===== src/rtl/ttt_board_ctrl.sv =====
// Move controller for the 5x5 board. It owns the cell registers that win_declarer reads,
// checks that each move is legal, alternates turns and latches the game result.
module ttt_board_ctrl #(
  parameter logic [1:0] P1_CODE    = 2'd3,
  parameter logic [1:0] P2_CODE    = 2'd2,
  parameter logic [1:0] EMPTY_CODE = 2'd0
) (
  input  logic       clk,
  input  logic       rst_n,
  input  logic       new_game,
  input  logic       move_valid,
  input  logic [4:0] move_idx,
  output logic       move_ready,
  output logic       move_err,
  input  logic       playerwin,
  input  logic       player2win,
  output logic [1:0] board1,
  output logic [1:0] board2,
  output logic [1:0] board3,
  output logic [1:0] board4,
  output logic [1:0] board5,
  output logic [1:0] board6,
  output logic [1:0] board7,
  output logic [1:0] board8,
  output logic [1:0] board9,
  output logic [1:0] board10,
  output logic [1:0] board11,
  output logic [1:0] board12,
  output logic [1:0] board13,
  output logic [1:0] board14,
  output logic [1:0] board15,
  output logic [1:0] board16,
  output logic [1:0] board17,
  output logic [1:0] board18,
  output logic [1:0] board19,
  output logic [1:0] board20,
  output logic [1:0] board21,
  output logic [1:0] board22,
  output logic [1:0] board23,
  output logic [1:0] board24,
  output logic [1:0] board25,
  output logic       turn,
  output logic       game_over,
  output logic [1:0] winner
);

  typedef enum logic [1:0] {PLAY, CHECK, DONE} state_t;

  state_t     state, state_n;
  logic [1:0] cells   [25];
  logic [1:0] cells_n [25];
  logic [4:0] count, count_n;
  logic       turn_n, game_over_n, move_err_n;
  logic [1:0] winner_n;
  logic [1:0] target;
  logic       legal, mover_win, other_win;

  always_ff @(posedge clk or negedge rst_n) begin
    if (!rst_n) begin
      state     <= PLAY;
      count     <= '0;
      turn      <= 1'b0;
      game_over <= 1'b0;
      winner    <= '0;
      move_err  <= 1'b0;
      for (int unsigned i = 0; i < 25; i++) cells[i] <= EMPTY_CODE;
    end else begin
      state     <= state_n;
      count     <= count_n;
      turn      <= turn_n;
      game_over <= game_over_n;
      winner    <= winner_n;
      move_err  <= move_err_n;
      for (int unsigned i = 0; i < 25; i++) cells[i] <= cells_n[i];
    end
  end

  // Contents of the requested cell; out-of-range indices read as empty and are rejected by legal.
  always_comb begin
    target = EMPTY_CODE;
    for (int unsigned i = 0; i < 25; i++)
      if (move_idx == i[4:0]) target = cells[i];
  end

  assign legal      = (move_idx <= 5'd24) && (target == EMPTY_CODE);
  assign mover_win  = turn ? player2win : playerwin;
  assign other_win  = turn ? playerwin : player2win;
  assign move_ready = (state == PLAY);

  always_comb begin
    state_n     = state;
    count_n     = count;
    turn_n      = turn;
    game_over_n = game_over;
    winner_n    = winner;
    move_err_n  = 1'b0;
    for (int unsigned i = 0; i < 25; i++) cells_n[i] = cells[i];

    if (new_game) begin
      state_n     = PLAY;
      count_n     = '0;
      turn_n      = 1'b0;
      game_over_n = 1'b0;
      winner_n    = '0;
      for (int unsigned i = 0; i < 25; i++) cells_n[i] = EMPTY_CODE;
    end else begin
      unique case (state)
        PLAY: begin
          if (move_valid) begin
            if (legal) begin
              for (int unsigned i = 0; i < 25; i++)
                if (move_idx == i[4:0]) cells_n[i] = turn ? P2_CODE : P1_CODE;
              count_n = count + 5'd1;
              state_n = CHECK;
            end else begin
              move_err_n = 1'b1;
            end
          end
        end
        CHECK: begin
          if (mover_win) begin
            winner_n    = turn ? 2'b10 : 2'b01;
            game_over_n = 1'b1;
            state_n     = DONE;
          end else if (other_win) begin
            winner_n    = turn ? 2'b01 : 2'b10;
            game_over_n = 1'b1;
            state_n     = DONE;
          end else if (count == 5'd25) begin
            winner_n    = 2'b11;
            game_over_n = 1'b1;
            state_n     = DONE;
          end else begin
            turn_n  = ~turn;
            state_n = PLAY;
          end
        end
        DONE:    state_n = DONE;
        default: state_n = PLAY;
      endcase
    end
  end

  assign board1  = cells[0];
  assign board2  = cells[1];
  assign board3  = cells[2];
  assign board4  = cells[3];
  assign board5  = cells[4];
  assign board6  = cells[5];
  assign board7  = cells[6];
  assign board8  = cells[7];
  assign board9  = cells[8];
  assign board10 = cells[9];
  assign board11 = cells[10];
  assign board12 = cells[11];
  assign board13 = cells[12];
  assign board14 = cells[13];
  assign board15 = cells[14];
  assign board16 = cells[15];
  assign board17 = cells[16];
  assign board18 = cells[17];
  assign board19 = cells[18];
  assign board20 = cells[19];
  assign board21 = cells[20];
  assign board22 = cells[21];
  assign board23 = cells[22];
  assign board24 = cells[23];
  assign board25 = cells[24];

endmodule

===== config.mk =====
export PLATFORM = sky130hd
export DESIGN_NAME = ttt_board_ctrl
export DESIGN_NICKNAME = d
export VERILOG_FILES = /design/src/rtl/ttt_board_ctrl.sv
export SDC_FILE = /design/constraint.sdc
export NUM_CORES = 1
export LEC_CHECK = 0
export CAP_MARGIN = 5
export CORE_AREA = 2 2 83 85
export CTS_BUF_LIST = sky130_fd_sc_hd__clkbuf_8
export CTS_CLUSTER_SIZE = 12
export DETAILED_ROUTE_END_ITERATION = 16
export DIE_AREA = 0 0 85 87
export GPL_TIMING_DRIVEN = 0
export PLACE_DENSITY = 0.77
export SYNTH_ARGS = -nofsm -noshare
export SYNTH_HDL_FRONTEND = slang
export SYNTH_SLANG_ARGS = --single-unit

===== constraint.sdc =====
create_clock -name clk -period 2.53 [get_ports clk]
set_clock_uncertainty 0.1 [all_clocks]
set_input_delay 0.3795 -clock clk [delete_from_list [all_inputs] [get_ports clk]]
set_output_delay 0.3795 -clock clk [all_outputs]
set_load 0.05 [all_outputs]

Fig. 1: routed clock nets over the placement
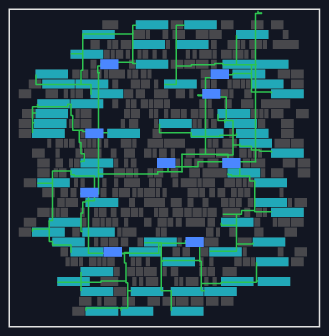
[flip-flops] cyan | count: 62
[cells driving clock nets] blue | count: 9
[clock wires] green | length: 773 µm
routed clock nets	10
flops lie	all over the die

Fig. 2: met3 routing
Cells faint in the background.
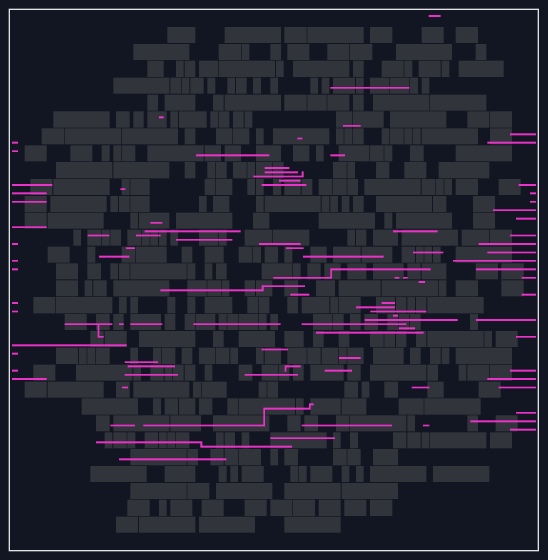
share of all routed wire	6.4%
main direction	horizontal

Fig. 3: gate families picked out
The bar under the picture is 20 µm long.
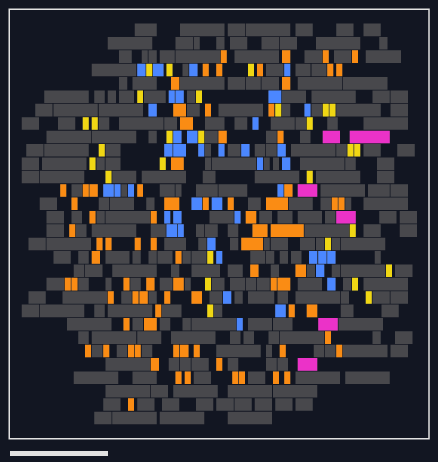
family	colour	cells
NOR gates	orange	81
NAND gates	blue	41
inverters	yellow	28
multiplexers	magenta	6

==> summary.txt <==
run metrics: initial antenna violation count=0, CP bufs+invs=4, worst vdd ir=0.298 mV, num ports=67, Cell Rows=30, CTS tree=yes, top area contributor share=49.3%, Port-buffer cells=63, failing checks=hold timing, final hold vios=16, initial DRC count=221, critical path's top delay family=buffers and inverters, leakage=1.69 nW, Req. time, crit path=2680 ps, FMAX=412 MHz, critical path startpoint category=primary input, Tcrit/Tclk final=96.0%, Reg clk slew, reported paths=60 ps, Slew Viols, Final=0, Simple Share, Synth=19.3%, Clock Tree Root=clkbuf_8, Cell Type Count=54, Worst path max stage delay=620 ps, arrival time at the worst endpoint=2580 ps, Hold Slack=-15.5 ps, XOR/XNOR Area Share=0.278%, Yosys chip area=3150 µm², total number of vias=3046, OpenROAD warning count=27, GRT Util Overall=26.2%, DRT Pass-1 Iters=5, critical path type=primary input to flip-flop, first-pass GRT wire length=15.0 mm, global-route congestion overflow total=0, status=finished, violations left, CTS H-Tree Depth=3
Fig. 4: congestion heat map
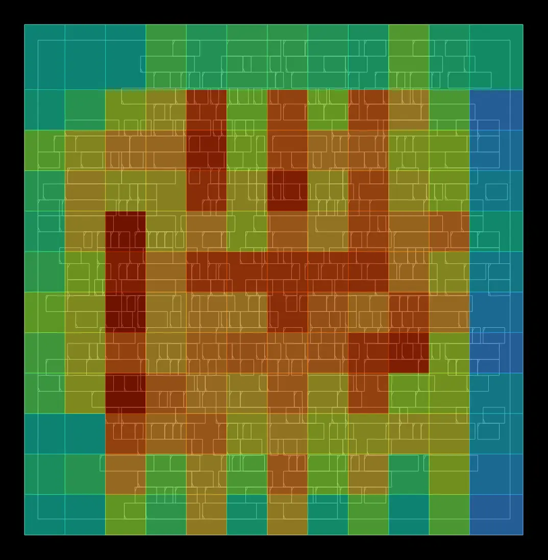
wire per inst: 18.7 µm
most used routing layer: met2

Fig. 5: sizing map
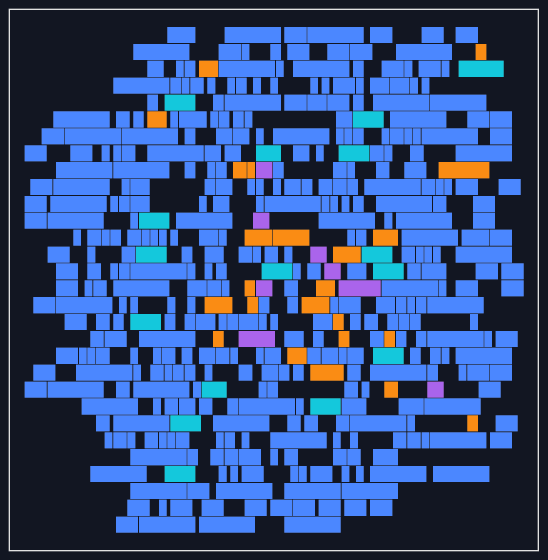
size	colour	cells
drive 3 to 4	purple	8
drive 6 and up	cyan	16
drive 2	orange	23
drive 1 or less	blue	378
Non-Clock Buffer Count: 91
Finished Cell Area: 4120 µm²
worst setup margin: 101 ps
area delta synth->final: 30.9%

## where the power goes
group	internal (mW)	switching, mW	leakage (nW)
Clock	0.450	0.360	0.104
Sequential	1.01	0.0161	0.861
Combinational	0.116	0.260	0.728
## worst reg2reg max path, cell delays in order (launching register included)
cell	delay, ps
dfrtp_1	400
mux2_1	300
o221a_1	280
a311oi_2	290
a21oi_2	120
o21ai_4	250
buf_4	240
nand3_1	110
a21oi_1	190
## cells by family (layout without fill, tap and decap cells)
kind of cell,after synthesis,in the layout
xor+xnor,1,1
buf+inv,55,134
fa+ha+maj,2,2
flops,62,62
mux,6,6
simple gates,128,128
compound gates,92,92
## synthesized netlist by cell type, drive strengths merged, types with 2 or more instances
cell type   n
nor2       55
o21ai       5
a31o        2
inv        28
nor3       12
o32ai       6
nand2      16
buf        13
a21oi      21
and3        2
nand4       2
o22ai       9
dfrtp      62
nor3b       7
nand3b      2
a21o        3
nor2b       5
a31oi      29
and2        2
a311oi      4
nand2b      4
a211oi      3
o31ai       2
mux2        4
nand3      17
clkbuf     14
ha          2
## metrics by stage
step,setup slack (ps),util [%],instance area (µm²)
after global placement,-940,59.0,3880
after global routing,-6.45,62.7,4120
after CTS,5.53,62.1,4080
final,101,62.7,4120
after floorplan,202,-,3150
after detailed placement,-555,59.3,3890
## what timing repair did
action / CTS / global route
resized: 2 / 17
endpoints found under the setup margin: 54 / 54
endpoints found under the hold margin: 0 / 0
hold buffers: 0 / 0
## layer usage
metal / vias up / wire length, µm / track usage, %
met5: - / 0 / 0
met4: 0 / 256 / 11.8
met3: 29 / 604 / 3.89
met2: 141 / 4350 / 40.0
met1: 1505 / 4240 / 37.1
li1: 1371 / - / -
## cell type report
class,instances,area [µm²]
timing repair buffer,64,643
tap,80,100
buffer,27,146
fill,564,2450
multi-input combinational,229,1390
clock buffer,13,179
clock inverter,2,7.51
inverter,28,105
sequential,62,1550
## worst min-delay path by stage
stage                     slack, ps                      to                   from
after CTS                         4   game_over$_DFFE_PN0P_                  rst_n
final                           -20   game_over$_DFFE_PN0P_                  rst_n
after global placement          380   game_over$_DFFE_PN0P_  game_over$_DFFE_PN0P_
after detailed placement        370   game_over$_DFFE_PN0P_                  rst_n
after floorplan                 -20  board10[0]$_DFFE_PN0P_                  rst_n
after global routing             40   game_over$_DFFE_PN0P_                  rst_n
Power and IR drop assume default switching activity.
